===== config.mk =====
export PLATFORM = sky130hd
export DESIGN_NAME = wb_stage
export DESIGN_NICKNAME = d
export VERILOG_FILES = /design/src/rtl/wb_stage.sv
export SDC_FILE = /design/constraint.sdc
export NUM_CORES = 1
export LEC_CHECK = 0
export ABC_AREA = 1
export CAP_MARGIN = 20
export CORE_MARGIN = 8
export CORE_UTILIZATION = 53
export DETAILED_ROUTE_END_ITERATION = 10
export GPL_TIMING_DRIVEN = 1
export PLACE_DENSITY = 0.9
export SETUP_SLACK_MARGIN = 0.4
export SLEW_MARGIN = 20
export SYNTH_ARGS = -nofsm -noshare
export SYNTH_HDL_FRONTEND = slang
export SYNTH_SLANG_ARGS = --single-unit

===== constraint.sdc =====
create_clock -name clk -period 9.4 [get_ports clk]
set_input_delay 1.41 -clock clk [delete_from_list [all_inputs] [get_ports clk]]
set_output_delay 1.41 -clock clk [all_outputs]
set_load 0.01 [all_outputs]

===== src/rtl/wb_stage.sv =====
// Write-back stage: resolves load/ALU/return-address results at accept and
// drives a backpressured register-file write port through a two-entry buffer.
module wb_stage #(
  parameter int unsigned DATA_W      = 32,
  parameter int unsigned REG_ADDR_W  = 4,
  parameter bit          ZERO_REG_EN = 1'b1,
  localparam int unsigned OFF_W      = $clog2(DATA_W / 8)
) (
  input  logic                  clk,
  input  logic                  rst,
  input  logic                  in_valid,
  output logic                  in_ready,
  input  logic [DATA_W-1:0]     alu_out,
  input  logic [DATA_W-1:0]     mem_out,
  input  logic [DATA_W-1:0]     pc_plus4,
  input  logic [REG_ADDR_W-1:0] reg_dest_in,
  input  logic                  reg_wr_in,
  input  logic [1:0]            wb_sel,
  input  logic [1:0]            ld_size,
  input  logic                  ld_signed,
  input  logic [OFF_W-1:0]      ld_offset,
  input  logic                  flush,
  input  logic                  rf_ready,
  output logic                  reg_wr_out,
  output logic [REG_ADDR_W-1:0] reg_dest_out,
  output logic [DATA_W-1:0]     reg_wr_data,
  output logic [31:0]           retired_cnt
);

  typedef struct packed {
    logic                  wr_eff;
    logic [REG_ADDR_W-1:0] dest;
    logic [DATA_W-1:0]     data;
  } entry_t;

  entry_t           out_q, skid_q, out_nxt, skid_nxt, in_ent;
  logic             out_valid, skid_full, out_valid_nxt, skid_full_nxt;
  logic [31:0]      cnt_nxt;
  logic             accept, retire;
  logic [OFF_W-1:0] half_off;
  logic [7:0]       ld_byte;
  logic [15:0]      ld_half;
  logic [DATA_W-1:0] ld_data;

  // Lane selection: byte at 8*offset, half at the aligned 16-bit lane.
  assign half_off = ld_offset & ~OFF_W'(1);
  assign ld_byte  = 8'(mem_out >> {ld_offset, 3'b000});
  assign ld_half  = 16'(mem_out >> {half_off, 3'b000});

  // Resolve the incoming result into a fully formed entry.
  always_comb begin
    ld_data = mem_out;
    case (ld_size)
      2'b00:   ld_data = {{(DATA_W-8){ld_signed & ld_byte[7]}}, ld_byte};
      2'b01:   ld_data = {{(DATA_W-16){ld_signed & ld_half[15]}}, ld_half};
      default: ld_data = mem_out;
    endcase

    in_ent.wr_eff = reg_wr_in && !(ZERO_REG_EN && (reg_dest_in == '0));
    in_ent.dest   = reg_dest_in;
    case (wb_sel)
      2'b01:   in_ent.data = ld_data;
      2'b10:   in_ent.data = pc_plus4;
      default: in_ent.data = alu_out;
    endcase
  end

  // Next-state for the output register / skid pair and the retire counter.
  always_comb begin
    out_valid_nxt = out_valid;
    skid_full_nxt = skid_full;
    out_nxt       = out_q;
    skid_nxt      = skid_q;
    accept        = in_valid && !skid_full;
    retire        = out_valid && (!out_q.wr_eff || rf_ready);
    cnt_nxt       = retired_cnt + 32'(retire);

    if (flush) begin
      out_valid_nxt = 1'b0;
      skid_full_nxt = 1'b0;
    end else if (retire) begin
      if (skid_full) begin
        out_nxt       = skid_q;
        skid_full_nxt = 1'b0;
      end else if (accept) begin
        out_nxt = in_ent;
      end else begin
        out_valid_nxt = 1'b0;
      end
    end else if (accept) begin
      if (out_valid) begin
        skid_nxt      = in_ent;
        skid_full_nxt = 1'b1;
      end else begin
        out_nxt       = in_ent;
        out_valid_nxt = 1'b1;
      end
    end
  end

  // Control state is reset; payload registers only load behind valid flags.
  always_ff @(posedge clk) begin
    if (rst) begin
      out_valid   <= 1'b0;
      skid_full   <= 1'b0;
      in_ready    <= 1'b1;
      retired_cnt <= '0;
    end else begin
      out_valid   <= out_valid_nxt;
      skid_full   <= skid_full_nxt;
      in_ready    <= !skid_full_nxt;
      retired_cnt <= cnt_nxt;
    end
    out_q  <= out_nxt;
    skid_q <= skid_nxt;
  end

  assign reg_wr_out   = out_valid && out_q.wr_eff;
  assign reg_dest_out = out_q.dest;
  assign reg_wr_data  = out_q.data;

endmodule

final_congestion.png
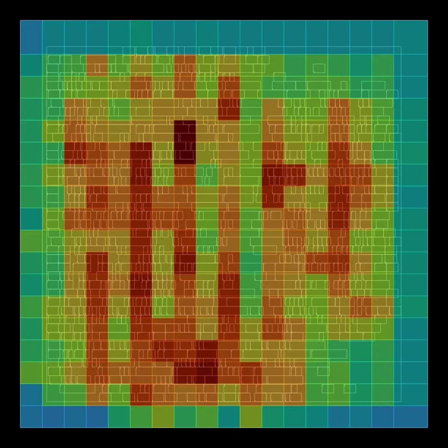
met1 usage: 27.5%
most used routing layer: met2
Global Route met2 Usage: 38.8%
GR Util met3: 6.36%

port_nets.png
The bar under the picture is 50 um long.
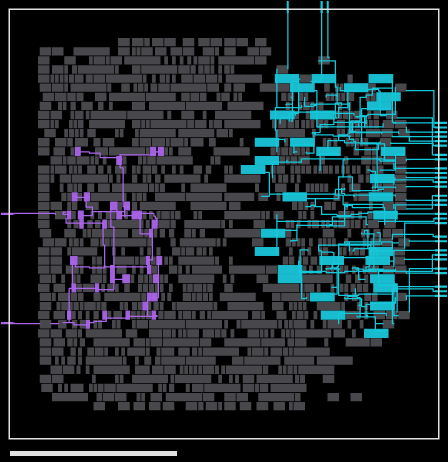
color	port	bits	direction	edge	end cells	buffers	wire
purple	`ld_size`	2	input	left	35	3	310 um
cyan	`retired_cnt`	32	output	29 right, 3 top	32	32	1630 um

==> flow_summary.ini <==
; synthesis and place-and-route metrics
[timing]
period_minus_slack_ns = 4.45
worst_slack_ns = 4.95
timing.final.crit_share_pct = 47.4
timing_max_transition_violations_final = 0
worst_slew_pin_tran_ns = 0.989
totalNegativeSetupSlack_ns = 0
relSlewSlack_pct = 33.9

[global_route]
grt_first_pass_wirelength_um = 29900
grt_remaining_overflow = 0
via_count_of_the_first_global_routing_pass = 6033

[status]
status = finished, final reports clean

[layout]
layout_top_cells = 276 x sky130_fd_sc_hd__nand2_1, 182 x sky130_fd_sc_hd__clkdlybuf4s50_1, 86 x sky130_fd_sc_hd__inv_1
largest_cell_class = combinational gates
antenna-diode-count = 0
finalNonFillerCells = 1169
nNonClkInverters = 94
sh_seq_area_pct = 34.0
stdcell_area_sq_um = 8590

[pwr]
power_frac_comb_pct = 19.1
leakage_nw = 3.39
pg_clk_w = 0.000351
power.density_nw_per_um2 = 128
post-layout-total-power_w = 0.00110

[cts]
cts_resized = 0
cts-hold-fix-buffers = 0

[placed_design]
dpl-instance-area_sq_um = 8310

[die]
std_cell_rows = 41
fp.coreArea_sq_um = 12400
chipWidth_um = 128
tap-cell-count = 172

[synthesis]
synth.ff_latch_count = 109
synth-adder-area-share_pct = 0.754
ys_chip_area_sq_um = 6640
number_of_enable_type_register_cells_in_the_synthesized_netlist = 74
synth_stat.cells = 860
synth-main-ff-cell = sky130_fd_sc_hd__edfxtp_1

[routing]
ant_nets = 0
drtPass1Iterations = 6
route.final.wire_length_um = 19400

[setup_path]
timing.critical_path.buf_inv = 4
worst_setup_path_start_kind = input pin
crit_fanout = 42
critical_path.reg2reg.endpoint = reg_wr_data[11]
cp.arrival_ns = 4.47

[worst_hold_path]
hp-start = retired_cnt[31]
density.png
The bar under the picture is 50 um long. 13 x 13 tiles, from black (low) to pale yellow (high), 0 to 100% covered.
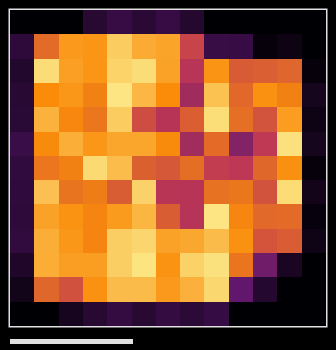
mean over tiles	51%
nearly empty tiles	13%
fullest tile	94%

